<file path="src/rtl/sr_pkg.sv">
// sr_pkg
//   Shared types and constants for the SR flip-flop drive sequencer.
//   sr_state_e : sequencer FSM states (IDLE, PULSE, GAP, CHECK)
//   LVL_SET    : commanded level that drives s
//   LVL_RST    : commanded level that drives r
//   max2       : elaboration-time helper for sizing the shared timer
package sr_pkg;

  typedef enum logic [1:0] {
    IDLE  = 2'd0,
    PULSE = 2'd1,
    GAP   = 2'd2,
    CHECK = 2'd3
  } sr_state_e;

  localparam logic LVL_SET = 1'b1;
  localparam logic LVL_RST = 1'b0;

  function automatic int max2(input int a, input int b);
    return (a > b) ? a : b;
  endfunction

endpackage

</file>
<file path="src/rtl/sr_drive_sequencer.sv">
// sr_drive_sequencer
//   Turns target-level requests into timed, non-overlapping set/reset
//   pulses for one SR flip-flop and tracks the commanded level.
//   Optional readback check is compiled in with SR_DRIVE_READBACK_EN.
// Parameters:
//   PULSE_W  cycles s or r is held high per command (>= 1)
//   GAP_W    dead cycles with s=r=0 after each pulse (>= 0)
// Ports:
//   clk        in   rising-edge clock
//   rst_n      in   asynchronous active-low reset
//   req_valid  in   request present
//   req_level  in   requested level (1 = set, 0 = reset)
//   req_ready  out  request can be accepted
//   s, r       out  registered set/reset drives
//   busy       out  pulse/gap/check in progress
//   cur_level  out  last commanded level
//   q_fb       in   flip-flop q readback (readback build only)
//   err_clr    in   clears err (readback build only)
//   err        out  sticky readback mismatch (0 without readback)
//
// state | meaning
// ------+---------------------------------------------------------
// IDLE  | ready for a request; no-change requests are absorbed here
// PULSE | s or r high for PULSE_W cycles
// GAP   | s=r=0 dead time for GAP_W cycles
// CHECK | one cycle comparing q_fb to cur_level (readback build)
module sr_drive_sequencer
  import sr_pkg::*;
#(
  parameter int PULSE_W = 2,
  parameter int GAP_W   = 1
) (
  input  logic clk,
  input  logic rst_n,
  input  logic req_valid,
  input  logic req_level,
  output logic req_ready,
  output logic s,
  output logic r,
  output logic busy,
  output logic cur_level,
  input  logic q_fb,
  input  logic err_clr,
  output logic err
);

  localparam int CNT_MAX = max2(PULSE_W, GAP_W);
  localparam int CNT_W   = (CNT_MAX > 1) ? $clog2(CNT_MAX) : 1;

  localparam logic [CNT_W-1:0] PULSE_LD = CNT_W'(PULSE_W - 1);
  localparam logic [CNT_W-1:0] GAP_LD   = CNT_W'((GAP_W > 0) ? GAP_W - 1 : 0);

`ifdef SR_DRIVE_READBACK_EN
  localparam sr_state_e AFTER_DEAD = CHECK;
`else
  localparam sr_state_e AFTER_DEAD = IDLE;
`endif

  sr_state_e        state_d, state_q;
  logic [CNT_W-1:0] cnt_d, cnt_q;
  logic             cur_level_d, cur_level_q;
  logic             s_d, s_q;
  logic             r_d, r_q;
  logic             busy_d, busy_q;
`ifdef SR_DRIVE_READBACK_EN
  logic             err_d, err_q;
`endif

  always_comb begin
    state_d     = state_q;
    cnt_d       = cnt_q;
    cur_level_d = cur_level_q;

    case (state_q)
      IDLE: begin
        // A request for the level already held completes here with no pulse.
        if (req_valid && (req_level != cur_level_q)) begin
          cur_level_d = req_level;
          cnt_d       = PULSE_LD;
          state_d     = PULSE;
        end
      end
      PULSE: begin
        if (cnt_q == '0) begin
          if (GAP_W > 0) begin
            cnt_d   = GAP_LD;
            state_d = GAP;
          end else begin
            state_d = AFTER_DEAD;
          end
        end else begin
          cnt_d = cnt_q - CNT_W'(1);
        end
      end
      GAP: begin
        if (cnt_q == '0) state_d = AFTER_DEAD;
        else             cnt_d   = cnt_q - CNT_W'(1);
      end
      CHECK:   state_d = IDLE;
      default: state_d = IDLE;
    endcase

    // Outputs are decoded from the next state so they are clean flops;
    // s and r come from opposite values of one bit and cannot both be 1.
    s_d    = (state_d == PULSE) && (cur_level_d == LVL_SET);
    r_d    = (state_d == PULSE) && (cur_level_d == LVL_RST);
    busy_d = (state_d != IDLE);
  end

`ifdef SR_DRIVE_READBACK_EN
  always_comb begin
    err_d = err_q;
    if (err_clr) err_d = 1'b0;
    // A mismatch in the same cycle as a clear must not be lost.
    if ((state_q == CHECK) && (q_fb != cur_level_q)) err_d = 1'b1;
  end
`endif

  always_ff @(posedge clk or negedge rst_n) begin
    if (!rst_n) begin
      state_q     <= IDLE;
      cnt_q       <= '0;
      cur_level_q <= LVL_RST;
      s_q         <= 1'b0;
      r_q         <= 1'b0;
      busy_q      <= 1'b0;
`ifdef SR_DRIVE_READBACK_EN
      err_q       <= 1'b0;
`endif
    end else begin
      state_q     <= state_d;
      cnt_q       <= cnt_d;
      cur_level_q <= cur_level_d;
      s_q         <= s_d;
      r_q         <= r_d;
      busy_q      <= busy_d;
`ifdef SR_DRIVE_READBACK_EN
      err_q       <= err_d;
`endif
    end
  end

  assign s         = s_q;
  assign r         = r_q;
  assign busy      = busy_q;
  assign req_ready = ~busy_q;
  assign cur_level = cur_level_q;

`ifdef SR_DRIVE_READBACK_EN
  assign err = err_q;
`else
  logic unused_inputs;
  assign unused_inputs = q_fb ^ err_clr;
  assign err = 1'b0;
`endif

endmodule

</file>
<file path="config.mk">
export PLATFORM = sky130hd
export DESIGN_NAME = sr_drive_sequencer
export DESIGN_NICKNAME = d
export VERILOG_FILES = /design/src/rtl/sr_pkg.sv /design/src/rtl/sr_drive_sequencer.sv
export SDC_FILE = /design/constraint.sdc
export NUM_CORES = 1
export LEC_CHECK = 0
export CORE_AREA = 2 2 39 41
export DETAILED_ROUTE_END_ITERATION = 7
export DIE_AREA = 0 0 41 43
export DONT_BUFFER_PORTS = 1
export PLACE_DENSITY = 0.54
export SLEW_MARGIN = 25
export SYNTH_ARGS = -nofsm -noshare
export SYNTH_HDL_FRONTEND = slang
export SYNTH_SLANG_ARGS = --single-unit
</file>
<file path="constraint.sdc">
create_clock -name clk -period 3.6 [get_ports clk]
set_clock_uncertainty 0.1 [all_clocks]
set_input_delay 0.72 -clock clk [delete_from_list [all_inputs] [get_ports clk]]
set_output_delay 0.72 -clock clk [all_outputs]
set_load 0.005 [all_outputs]
</file>
==> results.cfg <==
; flow metrics
[run]
maxCapViolations = 0
openroad.warnings = 30

[synthesis]
adder_share_pct = 9.68
top_area_cell = dfrtp_1
netlist.area_leader.share_pct = 45.2
yosys.stat.seqShare_pct = 45.2
yosysMostFrequentCell = dfrtp_1
common_cells = 7 x dfrtp_1, 3 x a21oi_1, 3 x ha_1, 3 x inv_1, 3 x nand2_1
ys_area_um2 = 388
synthDistinctLibCells = 22
floorplan.nets = 45
ys_warn_count = 0
ys_seq_elements = 7
ys.flop_type = dfrtp_1
xor_area_share_pct = 2.26
synthTopCellsByArea = dfrtp_1 45%, ha_1 9.7%, a21oi_1 3.9%, a32o_2 2.9%, buf_6 2.9%
syn_area_per_cell_um2 = 10.8
ys_sh_simple_pct = 13.2
yosysCellCount = 36
async_flop_share_pct = 100
edf_count = 0
mux_share_pct = 2.90
synth_area_um2 = 388
aoi_share_pct = 18.1
logic_family = AND-OR/OR-AND gates
synth_cells = 36

[power_and_ir_drop]
power.density_nw_per_um2 = 938
power.total_w = 0.000390
p_leak_nw = 0.196
ir_drop_uv = 425

[critical_path]
reg2reg_depth = 5
worstSetupPathType = flop to flop
crit_fanout = 8
rrSetupSlack_ns = 1.71
r2r-end = busy
start_kind = flop
cp.required_ns = 3.61
cp-end-kind = flop
cp.arrival_ns = 1.90
r2r-start = state_q[1]

[cts]
htreeDepth = 1
cts_resized = 0
cts_tree = yes
clk_pin_slew_ns = 0.05
hold_buffers = 0
clk_path_buf_depth = 2
post-cts-setup-buffer-count = 0
cts-root-buf = clkbuf_4

[drt]
vias_per_cell = 4.33
wl_met3_um = 17
drc = 0
drt_pass1_iterations = 2
routed.top_layer = met3
wl_met1_um = 281
ant_nets = 0
dr_wl_met2_um = 275
drt_iter0_markers = 4

[final_timing]
fin_setup_tns_ns = 0
rsz0062_at_grt = no
setup_slack_ns = 1.71
setup_viol = 0
period_needed_ns = 1.89
finalCritPeriodShare_pct = 52.4
final_hold_viol_count = 0
slew_viol_final = 0
max_freq_ghz = 0.530

[floorplanning]
core_util_floorplan_pct = 28.0
die_area_um2 = 1760
die_w_um = 41
core_region_area_um2 = 1380
ios = 12
die_h_um = 43
rows = 14

[placed_design]
pre_cts_ws_ns = 1.73
gp_congestion = 0.712
port_buffers = 0

[grt]
grt_pass1_wl_um = 938
grt_max_degree = 9
overflow = 0
grt_pass1_vias = 220
antenna_found_initial = 0

[cells_and_area]
drive_gt1_share_pct = 21.1
post-route-util_pct = 30.0
nFillCells = 144
fin_nets = 48
diodes = 0
synthToLayoutAreaGrowth_pct = 7.10
seq_area_um2 = 175
logic_area_um2 = 183

[hold_path]
hold_class = input port to asynchronous set/reset pin

[outcome]
outcome = finished, final reports clean
## flip-flops by register name, indices dropped and copies added, names as in the netlist
| name | cells |
|---|---|
| cur_level | 1 |
| busy | 1 |
| cnt_q | 1 |
| state_q | 2 |
| r | 1 |
| s | 1 |
## metrics by stage
| step | instance area (um2) | instances | hold WS, ns |
|---|---|---|---|
| after floorplan | 388 | 36 | 0.324 |
| after global placement | 389 | 50 | 0.325 |
| after detailed placement | 389 | 50 | 0.325 |
| after CTS | 415 | 54 | 0.0689 |
| after global routing | 415 | 54 | 0.0547 |
| final | 415 | 54 | 0.0753 |
## layout make-up
cell class,instances,share of cell area [%]
multi-input cells,24,44.0
flip-flops and latches,7,42.2
clock buffers,4,6.33
well taps,16,4.82
inverters,3,2.71
## power by group
group | switching (W) | leakage, nW | total, W | internal, W
Combinational | 0.0000861 | 0.0945 | 0.000174 | 0.0000875
Clock | 0.0000247 | 0.0150 | 0.0000667 | 0.0000420
Sequential | 0.0000321 | 0.0870 | 0.000149 | 0.000117
## worst max-delay path, stage by stage, from the launching register on
cell and delay (ns):
dfrtp_1 0.38, inv_1 0.09, ha_1 0.28, or3_4 0.37, a32o_2 0.23, or3_1 0.31
## cells by family after synthesis
logic type | Yosys count
adder cells (fa/ha/maj) | 3
buffers and inverters | 5
XOR/XNOR | 1
other | 1
AND/OR/NAND/NOR | 8
flip-flops | 7
AND-OR/OR-AND | 10
multiplexers | 1
## routing by layer
layer	vias up	global-route usage [%]
li1	130	-
met1	100	12.1
met2	4	10.3
met3	0	3.14
met4	0	2.00
met5	-	0
## placed cells by master (no fill, tap or decap), drive strengths merged
master and instances:
nor4bb 1, nor4 1, mux2 1, clkbuf 4
o21ai 1, or2 1, o21a 1, or3 2
a21o 1, a32o 1, conb 1, nand2 3
inv 3, a211oi 1, a21oi 3, xor2 1
ha 3, dfrtp 7, a21bo 1, a31oi 1
## worst max-delay path by stage
| stage | from | to | slack (ns) | cells past startpoint |
|---|---|---|---|---|
| 2_1_floorplan | state_q[0] | busy | 1.81 | 6 |
| 3_3_place_gp | state_q[1] | busy | 1.74 | 5 |
| 3_5_place_dp | state_q[1] | busy | 1.73 | 5 |
| 4_1_cts | state_q[1] | busy | 1.72 | 5 |
| 5_1_grt | state_q[0] | busy | 1.64 | 5 |
| 6_report | state_q[1] | busy | 1.71 | 5 |
==> images/clock_map.png <==
The bar under the picture is 10 um long.
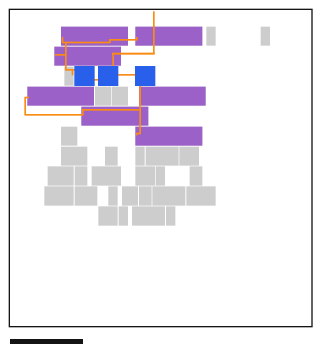
Key: cells driving clock nets = blue [count 3]; clock wires = orange [length 70.3 um]; flip-flops = purple [count 7]
There are 4 routed clock nets.
power in the clock group: 0.0000667 W
Latency at later pin: 0.24 ns
Clk network pwr share: 17.1%

==> images/final_clocks.png <==
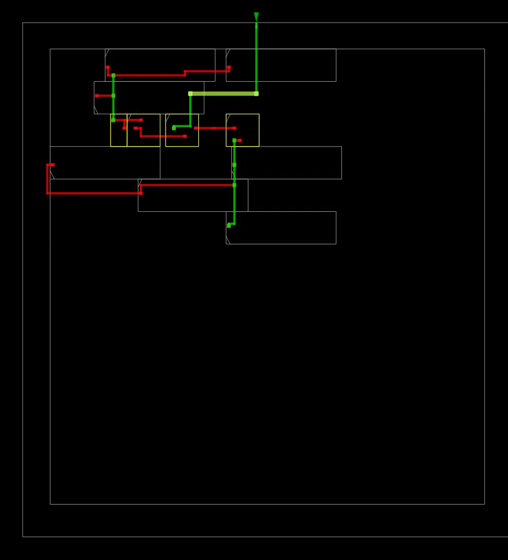
CTS Buf Count: 3
Clock Buffer Count: 4
TritonCTS Sinks: 7

==> images/wire_density.png <==
The bar under the picture is 10 um long. 8 x 9 tiles, from white (low) to dark blue (high), scaled to the fullest tile. Values are wire area over tile area, all layers added.
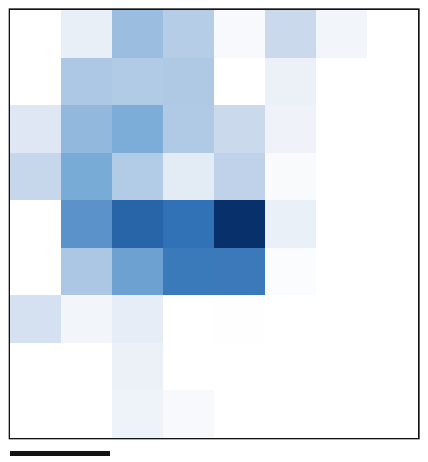
9.7% of the tiles are over half the peak. The fullest tile reaches 0.31. The mean over all tiles is 0.050. 49% of the tiles are nearly empty. The emptiest ninth of the die: south-east.
Avg WL per Cell: 10.6 um
Total GRT Usage: 7.93%
Via Count: 234
final WL: 573 um

==> images/metal_stack.png <==
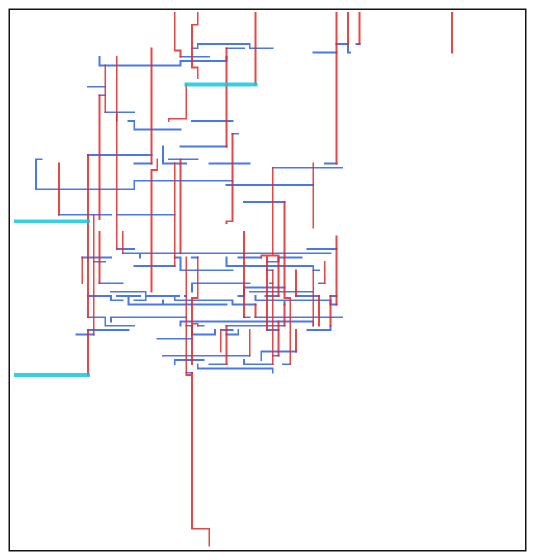
Key: met1 = blue [wire length 281 um]; met3 = cyan [wire length 17.0 um]; met2 = red [wire length 275 um]

==> images/port_nets.png <==
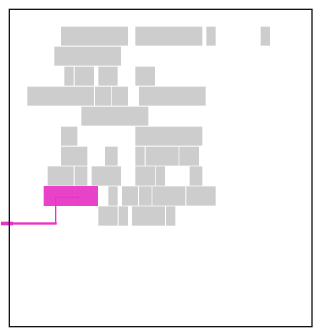
Key: `req_level` = magenta [direction input, edge west, end cells 2, buffers 0, wire 12.5 um]

Power figures rest on the tool's default switching activity, not on a simulated workload.
